==> images/placement.png <==
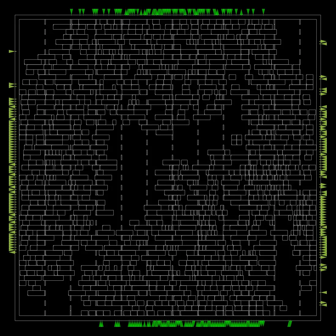
==> images/sizes.png <==
(1.5 px per um)
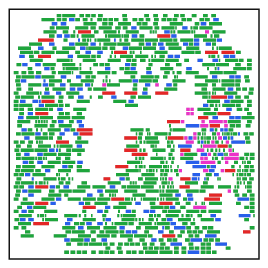
==> images/metal_density.png <==
(2 px per um) The die is cut into 33 by 33 equal tiles; dark purple is low, yellow is high, scaled to the fullest tile. Values are wire area over tile area, all layers added.
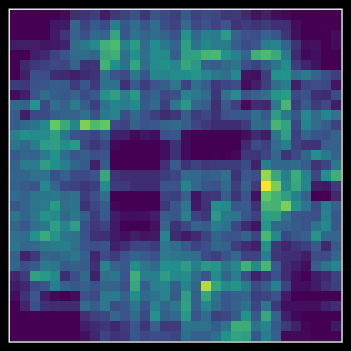
==> images/power_grid.png <==
(3 px per um) Pins as bars on the die edge.
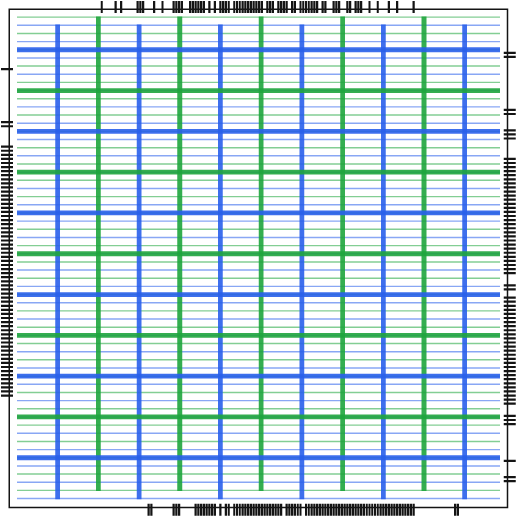
==> images/detail.png <==
Window x 58 to 108, y 91 to 141 um. Cells in grey, sequential cells in the stronger grey; small squares are vias.
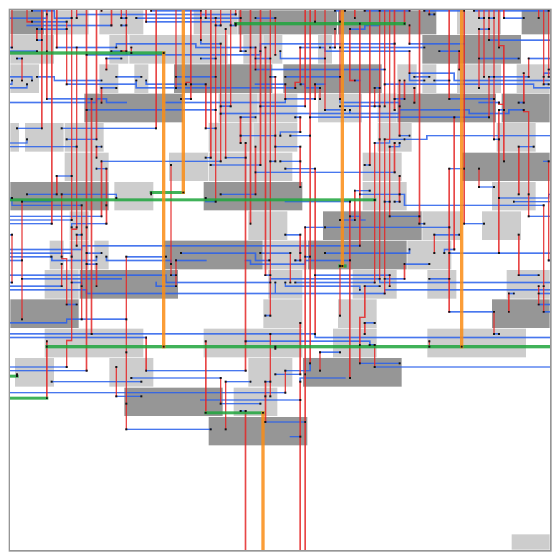
### src/rtl/w5500_spi_arbiter_if.sv
// Bus bundle between the W5500 SPI arbiter, its NREQ task controllers and the shared SPI engine.
// The slave modport is the arbiter's view; the master modport is the surrounding environment.
interface w5500_spi_arbiter_if #(
    parameter int NREQ = 4
);
    logic [NREQ-1:0]    req_start;
    logic [NREQ*8-1:0]  req_cmd;
    logic [NREQ*16-1:0] req_addr;
    logic [NREQ*16-1:0] req_length;
    logic [NREQ*8-1:0]  req_dat;
    logic [NREQ-1:0]    req_wrend;
    logic [NREQ-1:0]    req_rdreq;
    logic [NREQ-1:0]    req_den;
    logic [7:0]         req_din;

    logic               m_start;
    logic [7:0]         m_cmd;
    logic [15:0]        m_addr;
    logic [15:0]        m_length;
    logic [7:0]         m_dat;
    logic               m_wrend;
    logic               m_rdreq;
    logic               m_den;
    logic [7:0]         m_din;

    logic               busy;
    logic [2:0]         grant_idx;
    logic               o_drop;
    logic               o_timeout;

    modport slave (
        input  req_start, req_cmd, req_addr, req_length, req_dat,
        output req_wrend, req_rdreq, req_den, req_din,
        output m_start, m_cmd, m_addr, m_length, m_dat,
        input  m_wrend, m_rdreq, m_den, m_din,
        output busy, grant_idx, o_drop, o_timeout
    );

    modport master (
        output req_start, req_cmd, req_addr, req_length, req_dat,
        input  req_wrend, req_rdreq, req_den, req_din,
        input  m_start, m_cmd, m_addr, m_length, m_dat,
        output m_wrend, m_rdreq, m_den, m_din,
        input  busy, grant_idx, o_drop, o_timeout
    );
endinterface

### src/rtl/w5500_spi_arbiter.sv
// Round-robin arbiter sharing one W5500 SPI transaction engine between NREQ requesters,
// with one queued request per requester, strobe routing to the grant and a BUSY watchdog.
module w5500_spi_arbiter #(
    parameter int NREQ    = 4,
    parameter int TMO_W   = 16,
    parameter int TMO_MAX = 50000
) (
    input logic              clk,
    input logic              rst_n,
    w5500_spi_arbiter_if.slave bus
);

    typedef enum logic [1:0] {IDLE, ISSUE, BUSY, GAP} state_t;

    state_t              state_q, state_d;
    logic [NREQ-1:0]     pending_q, pending_d;
    logic [2:0]          lastGrant_q, lastGrant_d;
    logic [2:0]          grantIdx_q, grantIdx_d;
    logic [7:0]          mCmd_q, mCmd_d;
    logic [15:0]         mAddr_q, mAddr_d;
    logic [15:0]         mLen_q, mLen_d;
    logic [TMO_W-1:0]    wdog_q, wdog_d;

    logic [7:0]          cmdSlot_q  [NREQ];
    logic [15:0]         addrSlot_q [NREQ];
    logic [15:0]         lenSlot_q  [NREQ];

    logic                foundHi, foundLo, anyPend, grantNow;
    logic [2:0]          winHi, winLo, winner;
    logic [NREQ-1:0]     capture;
    logic [NREQ-1:0]     wrendVec, rdreqVec, denVec;
    logic                mStart, timeoutPulse;
    logic [7:0]          mDat;

    // Round-robin: prefer the lowest pending index above the last grant, else wrap to the lowest overall.
    always_comb begin
        foundHi = 1'b0;
        foundLo = 1'b0;
        winHi   = '0;
        winLo   = '0;
        for (int i = NREQ - 1; i >= 0; i--) begin
            if (pending_q[i] && (3'(i) > lastGrant_q)) begin
                foundHi = 1'b1;
                winHi   = 3'(i);
            end
            if (pending_q[i] && (3'(i) <= lastGrant_q)) begin
                foundLo = 1'b1;
                winLo   = 3'(i);
            end
        end
        anyPend  = foundHi | foundLo;
        winner   = foundHi ? winHi : winLo;
        grantNow = (state_q == IDLE) && anyPend;
    end

    // A new pulse on the requester being granted this cycle is captured rather than dropped.
    always_comb begin
        for (int i = 0; i < NREQ; i++) begin
            capture[i] = bus.req_start[i] &&
                         (!pending_q[i] || (grantNow && (winner == 3'(i))));
        end
    end

    always_comb begin
        state_d      = state_q;
        pending_d    = pending_q;
        lastGrant_d  = lastGrant_q;
        grantIdx_d   = grantIdx_q;
        mCmd_d       = mCmd_q;
        mAddr_d      = mAddr_q;
        mLen_d       = mLen_q;
        wdog_d       = wdog_q;
        mStart       = 1'b0;
        timeoutPulse = 1'b0;
        wrendVec     = '0;
        rdreqVec     = '0;
        denVec       = '0;

        case (state_q)
            IDLE: begin
                if (anyPend) begin
                    grantIdx_d = winner;
                    for (int i = 0; i < NREQ; i++) begin
                        if (winner == 3'(i)) begin
                            pending_d[i] = 1'b0;
                            mCmd_d       = cmdSlot_q[i];
                            mAddr_d      = addrSlot_q[i];
                            mLen_d       = lenSlot_q[i];
                        end
                    end
                    state_d = ISSUE;
                end
            end
            ISSUE: begin
                mStart  = 1'b1;
                wdog_d  = '0;
                state_d = BUSY;
            end
            BUSY: begin
                wdog_d = wdog_q + 1'b1;
                for (int i = 0; i < NREQ; i++) begin
                    if (grantIdx_q == 3'(i)) begin
                        rdreqVec[i] = bus.m_rdreq;
                        denVec[i]   = bus.m_den;
                    end
                end
                if (bus.m_wrend || (wdog_q == TMO_W'(TMO_MAX - 1))) begin
                    timeoutPulse = !bus.m_wrend;
                    for (int i = 0; i < NREQ; i++) begin
                        if (grantIdx_q == 3'(i)) begin
                            wrendVec[i] = 1'b1;
                        end
                    end
                    lastGrant_d = grantIdx_q;
                    state_d     = GAP;
                end
            end
            GAP: begin
                state_d = IDLE;
            end
            default: begin
                state_d = IDLE;
            end
        endcase

        pending_d = pending_d | capture;
    end

    always_comb begin
        mDat = '0;
        for (int i = 0; i < NREQ; i++) begin
            if (grantIdx_q == 3'(i)) begin
                mDat = bus.req_dat[8*i +: 8];
            end
        end
    end

    always_ff @(posedge clk or negedge rst_n) begin
        if (!rst_n) begin
            state_q     <= IDLE;
            pending_q   <= '0;
            lastGrant_q <= 3'(NREQ - 1);
            grantIdx_q  <= '0;
            mCmd_q      <= '0;
            mAddr_q     <= '0;
            mLen_q      <= '0;
            wdog_q      <= '0;
        end else begin
            state_q     <= state_d;
            pending_q   <= pending_d;
            lastGrant_q <= lastGrant_d;
            grantIdx_q  <= grantIdx_d;
            mCmd_q      <= mCmd_d;
            mAddr_q     <= mAddr_d;
            mLen_q      <= mLen_d;
            wdog_q      <= wdog_d;
        end
    end

    always_ff @(posedge clk or negedge rst_n) begin
        if (!rst_n) begin
            for (int i = 0; i < NREQ; i++) begin
                cmdSlot_q[i]  <= '0;
                addrSlot_q[i] <= '0;
                lenSlot_q[i]  <= '0;
            end
        end else begin
            for (int i = 0; i < NREQ; i++) begin
                if (capture[i]) begin
                    cmdSlot_q[i]  <= bus.req_cmd[8*i +: 8];
                    addrSlot_q[i] <= bus.req_addr[16*i +: 16];
                    lenSlot_q[i]  <= bus.req_length[16*i +: 16];
                end
            end
        end
    end

    assign bus.req_wrend = wrendVec;
    assign bus.req_rdreq = rdreqVec;
    assign bus.req_den   = denVec;
    assign bus.req_din   = bus.m_din;
    assign bus.m_start   = mStart;
    assign bus.m_cmd     = mCmd_q;
    assign bus.m_addr    = mAddr_q;
    assign bus.m_length  = mLen_q;
    assign bus.m_dat     = mDat;
    assign bus.busy      = (state_q != IDLE);
    assign bus.grant_idx = grantIdx_q;
    assign bus.o_drop    = |(bus.req_start & ~capture);
    assign bus.o_timeout = timeoutPulse;

endmodule
### src/flat_wrapper.sv
// flat-port wrapper written by rule: the top's interface ports become plain ports
module w5500_spi_arbiter_flat 
#(
    parameter int NREQ    = 4,
    parameter int TMO_W   = 16,
    parameter int TMO_MAX = 50000
)
  (clk, rst_n, bus_req_start, bus_req_cmd, bus_req_addr, bus_req_length, bus_req_dat, bus_req_wrend, bus_req_rdreq, bus_req_den, bus_req_din, bus_m_start, bus_m_cmd, bus_m_addr, bus_m_length, bus_m_dat, bus_m_wrend, bus_m_rdreq, bus_m_den, bus_m_din, bus_busy, bus_grant_idx, bus_o_drop, bus_o_timeout);
  w5500_spi_arbiter_if #(.NREQ(NREQ)) bus_i ();
  input logic clk;
  input logic rst_n;
  input wire logic [$bits(bus_i.req_start)-1:0] bus_req_start;
  input wire logic [$bits(bus_i.req_cmd)-1:0] bus_req_cmd;
  input wire logic [$bits(bus_i.req_addr)-1:0] bus_req_addr;
  input wire logic [$bits(bus_i.req_length)-1:0] bus_req_length;
  input wire logic [$bits(bus_i.req_dat)-1:0] bus_req_dat;
  output wire logic [$bits(bus_i.req_wrend)-1:0] bus_req_wrend;
  output wire logic [$bits(bus_i.req_rdreq)-1:0] bus_req_rdreq;
  output wire logic [$bits(bus_i.req_den)-1:0] bus_req_den;
  output wire logic [$bits(bus_i.req_din)-1:0] bus_req_din;
  output wire logic [$bits(bus_i.m_start)-1:0] bus_m_start;
  output wire logic [$bits(bus_i.m_cmd)-1:0] bus_m_cmd;
  output wire logic [$bits(bus_i.m_addr)-1:0] bus_m_addr;
  output wire logic [$bits(bus_i.m_length)-1:0] bus_m_length;
  output wire logic [$bits(bus_i.m_dat)-1:0] bus_m_dat;
  input wire logic [$bits(bus_i.m_wrend)-1:0] bus_m_wrend;
  input wire logic [$bits(bus_i.m_rdreq)-1:0] bus_m_rdreq;
  input wire logic [$bits(bus_i.m_den)-1:0] bus_m_den;
  input wire logic [$bits(bus_i.m_din)-1:0] bus_m_din;
  output wire logic [$bits(bus_i.busy)-1:0] bus_busy;
  output wire logic [$bits(bus_i.grant_idx)-1:0] bus_grant_idx;
  output wire logic [$bits(bus_i.o_drop)-1:0] bus_o_drop;
  output wire logic [$bits(bus_i.o_timeout)-1:0] bus_o_timeout;
  assign bus_i.req_start = bus_req_start;
  assign bus_i.req_cmd = bus_req_cmd;
  assign bus_i.req_addr = bus_req_addr;
  assign bus_i.req_length = bus_req_length;
  assign bus_i.req_dat = bus_req_dat;
  assign bus_req_wrend = bus_i.req_wrend;
  assign bus_req_rdreq = bus_i.req_rdreq;
  assign bus_req_den = bus_i.req_den;
  assign bus_req_din = bus_i.req_din;
  assign bus_m_start = bus_i.m_start;
  assign bus_m_cmd = bus_i.m_cmd;
  assign bus_m_addr = bus_i.m_addr;
  assign bus_m_length = bus_i.m_length;
  assign bus_m_dat = bus_i.m_dat;
  assign bus_i.m_wrend = bus_m_wrend;
  assign bus_i.m_rdreq = bus_m_rdreq;
  assign bus_i.m_den = bus_m_den;
  assign bus_i.m_din = bus_m_din;
  assign bus_busy = bus_i.busy;
  assign bus_grant_idx = bus_i.grant_idx;
  assign bus_o_drop = bus_i.o_drop;
  assign bus_o_timeout = bus_i.o_timeout;
  w5500_spi_arbiter #(.NREQ(NREQ), .TMO_W(TMO_W), .TMO_MAX(TMO_MAX)) u_core (.clk(clk), .rst_n(rst_n), .bus(bus_i));
endmodule
### config.mk
export PLATFORM = sky130hd
export DESIGN_NAME = w5500_spi_arbiter_flat
export DESIGN_NICKNAME = d
export VERILOG_FILES = /design/src/rtl/w5500_spi_arbiter_if.sv /design/src/rtl/w5500_spi_arbiter.sv /design/src/flat_wrapper.sv
export SDC_FILE = /design/constraint.sdc
export NUM_CORES = 1
export LEC_CHECK = 0
export CORE_MARGIN = 2
export CORE_UTILIZATION = 40
export DETAILED_ROUTE_END_ITERATION = 6
export GPL_ROUTABILITY_DRIVEN = 1
export PLACE_DENSITY = 0.68
export SLEW_MARGIN = 20
export SYNTH_ARGS = -nofsm -noshare
export SYNTH_HDL_FRONTEND = slang
export SYNTH_SLANG_ARGS = --single-unit
export TNS_END_PERCENT = 30
### constraint.sdc
create_clock -name clk -period 3 [get_ports clk]
set_clock_uncertainty 0.1 [all_clocks]
set_input_delay 0.45 -clock clk [delete_from_list [all_inputs] [get_ports clk]]
set_output_delay 0.45 -clock clk [all_outputs]
set_load 0.01 [all_outputs]
==> run summary <==
Synthesis and PnR results.

- The core area reads between 0.02 and 0.03 mm2.
- The cell type with the largest total area after synthesis is sky130_fd_sc_hd__dfrtp_1.
- The routed length on met2 is ~14 mm.
- The required arrival time at the worst endpoint reads 2.45 ns.
- Setup slack on the worst reg-to-reg path comes out at between 0.3 and 0.4 ns.
- The worst-case IR drop observed on VDD is around 0.6 mV.
- The clock share of power reads 0.222.
- For this run, asynchronously set or reset flops after synthesis account for 1.000.
- The overall routed net length is roughly 29 mm.
- The overall via count from detail_route reads between 7000 and 8000.
- The number of max-cap violations reads 0.
- The maximum number of pins on one net before global-route repair is 98.
- For this sky-water flow run, the detailed-routed wirelength per cell is reported as about 20 um.
- The clock latency at the later pin of the worst-skew pair reads approximately 0.52 ns.
- The registers reported with the highest flop counts are u_core.addrSlot_q: 64 flops, u_core.lenSlot_q: 64 flops, u_core.cmdSlot_q: 32 flops.
- The die is about 170 um wide.
- The initial antenna violation count is 1.
- The library cell with the highest instance count after synthesis reads sky130_fd_sc_hd__dfrtp_1.
- The number of top-level pins is 284.
- The number of global-route vias before repair reads 7891.
- The number of setup violations in the final report reads 0.
- The flow ran to the end, and the final reports show no timing, DRC or antenna violations.
- Checking max transition, the worst relative margin is 0.5696.
- The part of the total power dissipated in sequential elements reads 0.347.
- The global placer's final weighted congestion reads approximately 0.81.
- For this run, the top clock speed supported by timing is ~0.35 GHz.
- Following the worst setup path forward leads to its endpoint at bus_o_drop.
- After routing the design area is 0.01443 mm2.
- The number of buffers on the longest clock path is 3.
- STA classifies the critical path endpoint as an output pin.
- The first-pass GRT wire length is 43.72 mm.
- Synthesis produced a netlist with a net count of about 1000.
- The maximum level of the CTS H-tree reads 1.
- The share of final layout cell area taken by clock buffers and inverters reads 0.06337.
- The critical path runs through a total of 6 cells.
- On the worst setup and hold paths after CTS, the clock-pin slew comes to 0.06 ns.
- The area fraction in and, or, nand and nor cells is 0.05667.
- The cell resize tally after clock tree synthesis is 14.
- The sequential element share of the synthesized area is 0.5418.
- The count of different cell masters after synthesis is roughly 54.
- The via density per instance is roughly 5.3.
- On met2, the global router reports a usage of 0.3414.
- In the final report, the number of hold violations comes to 0.
- The minimum hold slack is ~0.33 ns.
- The placement-stage worst setup slack reads 0.1902 ns.
- The number of cells on the worst reg-to-reg path is 8.
- The area share of xor/xnor cells in the synthesized design reads 0.01006.
- The height of the chip is 165.6 um.
- The floorplan has approximately 59 rows.
- STA reports the tightest min-delay check as being of type input port to asynchronous set/reset pin.
- The area added between synthesis and finish is 38.21%.
- Overall power consumption after layout is estimated at about 15000 uW.
- The share of post-route cells with drive strength above 1 is 0.2361.
- After synthesis, the chip area reported by Yosys is about 0.010 mm2.
- The cell with the biggest individual delay on the critical path is sky130_fd_sc_hd__dfstp_2.
- The share of final layout cell area taken by non-clock buffers is 0.2064.
- The final critical delay including setup and external delays is around 2.9 ns.
- The global router's overall resource usage reads 0.2077.
- In the final layout, flip-flops and latches occupy roughly 0.0057 mm2.
- The flip-flop and latch count is around 230.
- The peak fanout along the critical path is 4.
- Walking the worst path, the cells encountered are mux2_4 > a221oi_4 > and2_4 > a21oi_2 > a221o_1 > buf_2.
- The combinational cell power reads 6580 uW.
- The detailed-route DRC error count reads 0.
- The power report lists the clock group at 3400 uW.
- The inverter count reads 14.
- Per the timing report, the most critical flop-to-flop path finishes at u_core.addrSlot_q[30]$_DFFE_PN0P_.
- The layout clock buffer count is 26.
- After layout, the worst setup slack is 0.1050 ns.
- The hold buffer count at cts reads 1.
- The number of synthesized register bits reads 226.
- The share of total power dissipated in combinational logic is 0.430.
## Picture notes: placement.png
tap cell count: 335
flop share of the area: 0.3923
share of the core filled with cells: 0.5586
number of fill cells: 2179
filler-free cell count of the finished design: 1432

## Picture notes: sizes.png
[green] _0 and _1 cells | cells: 838 | most used: clkdlybuf4s50_1
[magenta] _3 and _4 cells | cells: 38 | most used: buf_4
[blue] _2 cells | cells: 180 | most used: mux2_2
[red] _6 and larger | cells: 41 | most used: clkbuf_16

## Picture notes: metal_density.png
emptiest ninth of the die: centre
fullest tile: 0.64
mean over tiles: 0.17
tiles over half the peak: 9.3%
nearly empty tiles: 11%

## Picture notes: power_grid.png
[blue] VSS
[green] VDD
signal pins: 284
met1 rails: 60
met4 straps: 11
met5 straps: 11
rows: 59

## Picture notes: detail.png
[blue] metal 1
[orange] metal 4
[green] metal 3
[red] metal 2
sequential cells in the window: 19
cells with their middle in the window: 78
most frequent: dfrtp_1 (19), clkdlybuf4s50_1 (15), mux2_2 (14)
netlist names of flops here include: u_core.addrSlot_q (6), u_core.cmdSlot_q (6), u_core.bus.m_addr (4)

Power and IR drop assume default switching activity.
